### I/O nets highlighted, run 1

Scale bar: 20 um.
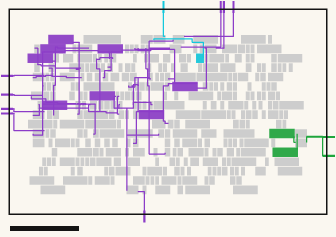
### Placed standard cells, run 1

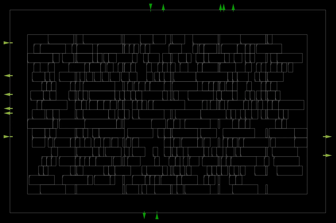
### Register map, names as in the netlist, run 1

Scale bar: 20 um. Other sequential cells in the stronger grey, the rest of the logic in the fainter grey.
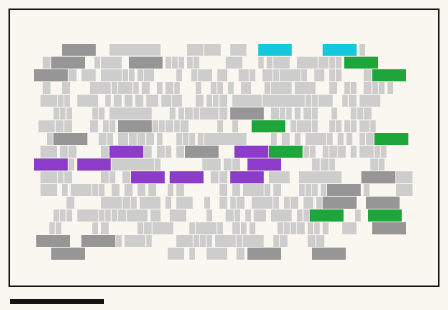
### src/rtl/led_breather_pkg.sv
// led_breather_pkg: ramp state encoding and default PWM width shared by the breather blocks
package led_breather_pkg;
  localparam int PWM_BITS_DEF = 8;
  typedef enum logic [1:0] {
    ST_RAMP_UP   = 2'd0,
    ST_HOLD_HI   = 2'd1,
    ST_RAMP_DOWN = 2'd2,
    ST_HOLD_LO   = 2'd3
  } state_e;
endpackage

### src/rtl/led_breather_pwm_gen.sv
// pwm_gen: free-running PWM counter with period-boundary duty latch and registered complementary outputs
module pwm_gen
  import led_breather_pkg::*;
#(
  parameter int PWM_BITS = PWM_BITS_DEF
) (
  input  logic                clk,
  input  logic                reset_n,
  input  logic                enable,
  input  logic [PWM_BITS-1:0] duty,
  output logic                out_a,
  output logic                out_b
);
  logic [PWM_BITS-1:0] pwm_cnt_q, pwm_cnt_d, duty_act_q, duty_act_d;
  logic                out_a_q, out_a_d, out_b_q, out_b_d;
  always_comb begin
    pwm_cnt_d  = enable ? pwm_cnt_q + 1'b1 : pwm_cnt_q;
    duty_act_d = (enable && (&pwm_cnt_q)) ? duty : duty_act_q;
    out_a_d    = enable && (pwm_cnt_q < duty_act_q);
    out_b_d    = enable && (pwm_cnt_q < ~duty_act_q);
  end
  always_ff @(posedge clk) begin
    if (!reset_n) begin
      pwm_cnt_q  <= '0;
      duty_act_q <= '0;
      out_a_q    <= 1'b0;
      out_b_q    <= 1'b0;
    end else begin
      pwm_cnt_q  <= pwm_cnt_d;
      duty_act_q <= duty_act_d;
      out_a_q    <= out_a_d;
      out_b_q    <= out_b_d;
    end
  end
  assign out_a = out_a_q;
  assign out_b = out_b_q;
endmodule

### src/rtl/led_breather.sv
// led_breather: tick-paced ramp FSM sweeping a PWM duty up/hold/down/hold onto two complementary LEDs
module led_breather
  import led_breather_pkg::*;
#(
  parameter int PWM_BITS   = PWM_BITS_DEF,
  parameter int HOLD_TICKS = 64,
  parameter int HOLD_BITS  = 7
) (
  input  logic                clk,
  input  logic                reset_n,
  input  logic                tick,
  input  logic                enable,
  output logic [1:0]          led,
  output logic [PWM_BITS-1:0] level,
  output logic                busy_up
);
  localparam logic [PWM_BITS-1:0]  DUTY_TOP  = PWM_BITS'((1 << PWM_BITS) - 2);
  localparam logic [PWM_BITS-1:0]  DUTY_ONE  = PWM_BITS'(1);
  localparam logic [HOLD_BITS-1:0] HOLD_LAST = HOLD_BITS'(HOLD_TICKS - 1);
  state_e              state_q, state_d;
  logic [PWM_BITS-1:0] duty_q, duty_d;
  logic [HOLD_BITS-1:0] hold_cnt_q, hold_cnt_d;
  always_comb begin
    state_d    = state_q;
    duty_d     = duty_q;
    hold_cnt_d = hold_cnt_q;
    if (tick && enable) begin
      case (state_q)
        ST_RAMP_UP: begin
          duty_d = duty_q + 1'b1;
          if (duty_q == DUTY_TOP) begin
            state_d    = ST_HOLD_HI;
            hold_cnt_d = '0;
          end
        end
        ST_HOLD_HI: begin
          hold_cnt_d = hold_cnt_q + 1'b1;
          if (hold_cnt_q == HOLD_LAST) state_d = ST_RAMP_DOWN;
        end
        ST_RAMP_DOWN: begin
          duty_d = duty_q - 1'b1;
          if (duty_q == DUTY_ONE) begin
            state_d    = ST_HOLD_LO;
            hold_cnt_d = '0;
          end
        end
        ST_HOLD_LO: begin
          hold_cnt_d = hold_cnt_q + 1'b1;
          if (hold_cnt_q == HOLD_LAST) state_d = ST_RAMP_UP;
        end
        default: begin
          state_d = ST_RAMP_UP;
          duty_d  = '0;
        end
      endcase
    end
  end
  always_ff @(posedge clk) begin
    if (!reset_n) begin
      state_q    <= ST_RAMP_UP;
      duty_q     <= '0;
      hold_cnt_q <= '0;
    end else begin
      state_q    <= state_d;
      duty_q     <= duty_d;
      hold_cnt_q <= hold_cnt_d;
    end
  end
  assign level   = duty_q;
  assign busy_up = (state_q == ST_RAMP_UP) || (state_q == ST_HOLD_HI);
  pwm_gen #(.PWM_BITS(PWM_BITS)) u_pwm (
    .clk    (clk),
    .reset_n(reset_n),
    .enable (enable),
    .duty   (duty_q),
    .out_a  (led[0]),
    .out_b  (led[1])
  );
endmodule

### config.mk
export PLATFORM = sky130hd
export DESIGN_NAME = led_breather
export DESIGN_NICKNAME = d
export VERILOG_FILES = /design/src/rtl/led_breather_pkg.sv /design/src/rtl/led_breather_pwm_gen.sv /design/src/rtl/led_breather.sv
export SDC_FILE = /design/constraint.sdc
export NUM_CORES = 1
export LEC_CHECK = 0
export ABC_AREA = 1
export CAP_MARGIN = 30
export CORE_ASPECT_RATIO = 0.6
export CORE_MARGIN = 5
export CORE_UTILIZATION = 55
export CTS_BUF_LIST = sky130_fd_sc_hd__clkbuf_16
export DETAILED_ROUTE_END_ITERATION = 7
export HOLD_SLACK_MARGIN = 0.15
export MAX_ROUTING_LAYER = met4
export PLACE_DENSITY = 0.75
export RECOVER_POWER = 25
export SLEW_MARGIN = 30
export SYNTH_ARGS = -nofsm -noshare
export SYNTH_HDL_FRONTEND = slang
export SYNTH_SLANG_ARGS = --single-unit
### constraint.sdc
create_clock -name clk -period 3.8 [get_ports clk]
set_clock_uncertainty 0.15 [all_clocks]
set_input_delay 0.76 -clock clk [delete_from_list [all_inputs] [get_ports clk]]
set_output_delay 0.76 -clock clk [all_outputs]
set_load 0.01 [all_outputs]
==> flow_summary.json, run 1 <==
{
  "max-vdd-ir-drop_v": 0.000271,
  "nonClkBufAreaFrac_pct": 5.74,
  "rr_startpoint": "state_q[0]$_SDFFE_PN0P_",
  "yosys.stat.seqShare_pct": 32.1,
  "synth_cell_types": 32,
  "pg_clk_mw": 0.451,
  "path_buffers": 3,
  "fp.dieW_um": 91.4,
  "clkPwrFrac_pct": 51.2,
  "p_int_mw": 0.698,
  "highest-signal-layer": "met4",
  "comb_area_share_pct": 51.5,
  "largestClassByArea": "logic gates",
  "wl_per_cell_um": 12.4,
  "initialDrtViolationCount": 151,
  "xor_share_pct": 1.60,
  "clkCellAreaFrac_pct": 6.54,
  "wl_met1_mm": 2.45,
  "finalClockPeriodUsage_pct": 76.4,
  "power.switching_mw": 0.184,
  "worstRegToRegCells": 9,
  "place_area_sq_mm": 0.00234,
  "swShare_pct": 20.8,
  "reg2reg_to": "level[5]$_SDFFE_PN0P_",
  "wirelength_mm": 4.64,
  "cp_slowest_cell": "clkbuf_1",
  "cts_resized": 0,
  "antenna_left": 0,
  "clockBufferDepth": 2,
  "hold_path_end": "u_pwm.duty_act_q[0]$_SDFFE_PN0P_",
  "dp_slack_ps": 1180,
  "path_max_fanout": 27,
  "status": "completed",
  "comb_power_share_pct": 5.9,
  "final_cell_mix": "62 x nand2_1, 48 x nor2_1, 35 x dfxtp_1",
  "crit_required_ps": 3840,
  "fin_crit_ps": 2900,
  "ys_cells": 313
}
About 'I/O nets highlighted':
colour	port	bits	direction	edge	end cells	buffers	wire
cyan	busy_up	1	output	top	1	1	27.9 um
purple	level	8	output	4 left, 3 top, 1 bottom	8	8	594 um
green	led	2	output	right	2	2	23.4 um
top-level I/O count: 15
I/O Buffers: 14

About 'Placed standard cells':
filler instances: 338
Non-Filler Instances: 375
post-layout util: 66.9%
core box area: 0.00374 sq mm
Seq/total area: 28.0%

About 'Register map, names as in the netlist':
colour	signal	placed flops
green	hold_cnt_q	7
purple	u_pwm.duty_act_q	8
cyan	state_q	2
not coloured	18
seq pwr: 0.378 mW
Reg area: 701 sq um

==> run 1: cells in the mapped netlist (all sizes together) <==
library cell / count / share of area, %
nand2: 66 / 12
nor2: 51 / 9.3
inv: 36 / 6.2
a21oi: 35 / 8.2
dfxtp: 35 / 32
ha: 25 / 14
o21ai: 24 / 5.7
nand3: 15 / 4.2
buf: 6 / 1.8
or2: 4 / 1.1
xnor2: 3 / 1.2
and3: 2 / 0.57
clkbuf: 2 / 0.34
clkinv: 2 / 0.57
nand4: 2 / 0.57
nor3: 2 / 0.69
a211oi: 1 / 0.34
a21o: 1 / 0.34
xor2: 1 / 0.40
==> run 1: worst min-delay path, cell delays in order, from the launching register on <==
cell and delay, ps:
dfxtp_1 300, inv_1 60, a21oi_1 60
==> inputs of run 2 (changes only) <==
==> constraint.sdc (replaced) <==
create_clock -name clk -period 3 [get_ports clk]
set_clock_uncertainty 0.15 [all_clocks]
set_input_delay 0.6 -clock clk [delete_from_list [all_inputs] [get_ports clk]]
set_output_delay 0.6 -clock clk [all_outputs]
set_load 0.01 [all_outputs]
### Floorplan with the power grid, run 2

Scale bar: 20 um. Pins as bars on the die edge. Tap cells in grey.
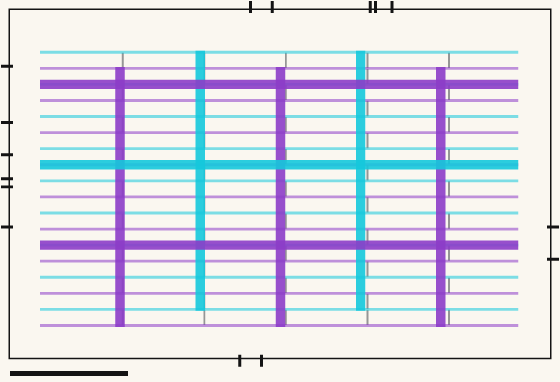
colour	net
cyan	VDD
purple	VSS
met5 straps	3
met4 straps	5
chip height: 58.8 um
peak supply drop: 0.000373 V
die width: 91.4 um

### Register map, names as in the netlist, run 2

Scale bar: 20 um. Other sequential cells in the stronger grey, the rest of the logic in the fainter grey.
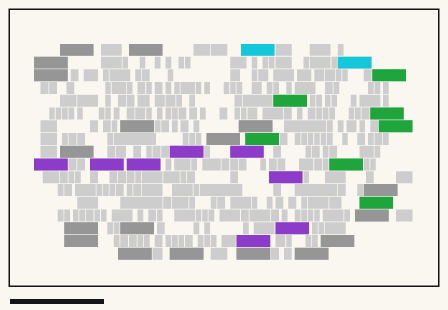
colour	signal	placed flops
cyan	state_q	2
green	hold_cnt_q	7
purple	u_pwm.duty_act_q	8
not coloured	18
post-layout util: 65.9%
seq pwr: 0.479 mW
Seq/total area: 28.4%

==> run 2 against run 1 <==
Effect of this change:
- final area decreased by 1.5%
- synthesized cell count unchanged
- combinational power increased by 22%
- critical endpoint is now busy_up
==> flow_summary.json, run 2 <==
{
  "status": "completed",
  "io_buffers": 14,
  "wl_per_cell_um": 12.2,
  "antenna_left": 0,
  "swShare_pct": 22.2,
  "crit_required_ps": 2250,
  "finalClockPeriodUsage_pct": 84.1,
  "synth_cell_types": 32,
  "final_cell_mix": "62 x nand2_1, 49 x nor2_1, 35 x dfxtp_1",
  "p_int_mw": 0.794,
  "pg_clk_mw": 0.479,
  "synthMostInstantiatedCell": "nand2_1",
  "ys_top_cells_by_count": "62 x nand2_1, 48 x nor2_1, 35 x dfxtp_1",
  "xor_share_pct": 1.60,
  "place_area_sq_mm": 0.00234,
  "finalNonFillerCells": 374,
  "top_area_cell": "dfxtp_1",
  "rr_startpoint": "state_q[0]$_SDFFE_PN0P_",
  "synth.top_cell.area_share_pct": 32.1,
  "power.switching_mw": 0.227,
  "reg2reg_to": "level[5]$_SDFFE_PN0P_",
  "wirelength_mm": 4.57
}
## run 2: cell families after synthesis
group / Yosys count
buf+inv: 46
flops: 35
xor+xnor: 4
compound gates: 61
fa+ha+maj: 25
simple gates: 142
## run 2: final cells by class
class	count	area [sq um]	share of cell area (%)
multi-input cells	232	1280	52.0
flip-flops and latches	35	701	28.4
inverters	38	148	5.98
repair buffers	15	144	5.83
clock buffers	5	125	5.07
well taps	47	58.8	2.38
clock inverters	2	8.76	0.355
## run 2: layer usage
metal  vias to the layer above  part of all wire, %
met5                         -                    0
met4                         0                 0.63
met3                         2                  3.7
met2                        36                   40
met1                       852                   56
li1                       1029                    -
## run 2: critical path, stage by stage, from the launching register on
cell and delay, ps:
dfxtp_1 350, inv_1 120, ha_1 260, or2_2 290
clkdlybuf4s50_1 480
==> inputs of run 3 (changes only) <==
==> constraint.sdc (replaced) <==
create_clock -name clk -period 2.47 [get_ports clk]
set_clock_uncertainty 0.15 [all_clocks]
set_input_delay 0.494 -clock clk [delete_from_list [all_inputs] [get_ports clk]]
set_output_delay 0.494 -clock clk [all_outputs]
set_load 0.01 [all_outputs]
### Placed standard cells, run 3

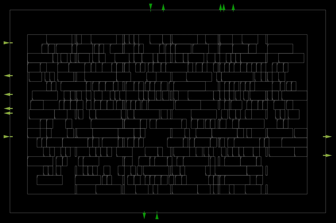
Seq/total area: 28.1%
Flop Count: 35

### Floorplan with the power grid, run 3

Scale bar: 20 um. Pins as bars on the die edge. Tap cells in grey.
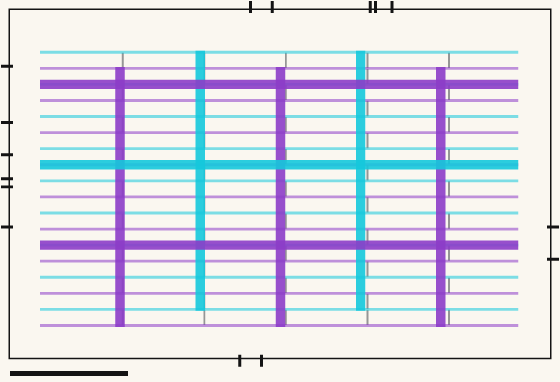
colour	net
cyan	VDD
purple	VSS
tap cells	47
signal pins	15
peak supply drop: 0.000322 V

==> run 3 against run 2 <==
Effect of this change:
- sequential share of layout area fell by 0.26 points
- register-to-register slack worse by 90 ps
- global-route usage up 0.23 points
- core utilization grew 0.60 points
- critical path type unchanged
- highest routed layer unchanged
==> flow_summary.json, run 3 <==
{
  "place_area_sq_mm": 0.00236,
  "hold_path_end": "u_pwm.duty_act_q[0]$_SDFFE_PN0P_",
  "synthArstFlopShare_pct": 0,
  "wirelength_mm": 4.63,
  "cp_cell_sequence": "inv_1 -> ha_1 -> or2_2 -> clkdlybuf4s50_1",
  "io_pins": 15,
  "clockBufferDepth": 2,
  "status": "completed",
  "ys_top_cells_by_count": "62 x nand2_1, 48 x nor2_1, 35 x dfxtp_1",
  "cp_slowest_cell": "clkdlybuf4s50_1",
  "highest-signal-layer": "met4",
  "synth_cell_types": 32,
  "path_max_fanout": 4,
  "final_util_pct": 66.5,
  "cp.depth": 4,
  "wl_per_cell_um": 12.3,
  "wl_met1_mm": 2.46,
  "core_area_sq_mm": 0.00374,
  "wl_met3_um": 265,
  "dp_slack_ps": 260
}
==> run 3: cell counts after synthesis <==
Identical to the previous run, type by type.
==> run 3: report_power, final <==
part / total, mW / internal (mW) / switching (mW) / leakage [nW]
sequential: 0.583 / 0.572 / 0.0104 / 0.283
clock: 0.597 / 0.364 / 0.232 / 0.0762
combinational: 0.0803 / 0.0319 / 0.0485 / 0.724
total: 1.26 / 0.968 / 0.291 / 1.08
==> run 3: cell type report <==
cell class                      instances  area [sq um]  area share [%]
Clock inverter                          3          12.5           0.503
Timing Repair Buffer                   17           155            6.23
Sequential cell                        35           701            28.1
Inverter                               38           148            5.93
Clock buffer                            5           125            5.03
Tap cell                               47          58.8            2.36
Multi-Input combinational cell        232          1290            51.8

==> screenshots <==
Local utilization.
Scale bar: 20 um. The die is cut into 9 by 6 equal tiles; white is low, dark blue is high, 0 to 100% covered.
picture 1
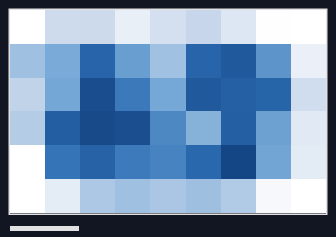
picture 2
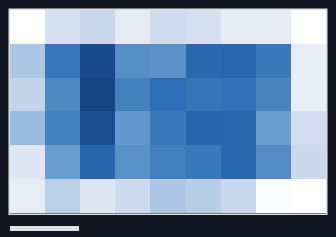
picture 1 -> run 2
picture 2 -> run 1

Key to picture 2:
fullest tile	92%
mean over tiles	46%
tiles over 75% full	17%

Power is estimated from default activity; no workload was simulated.
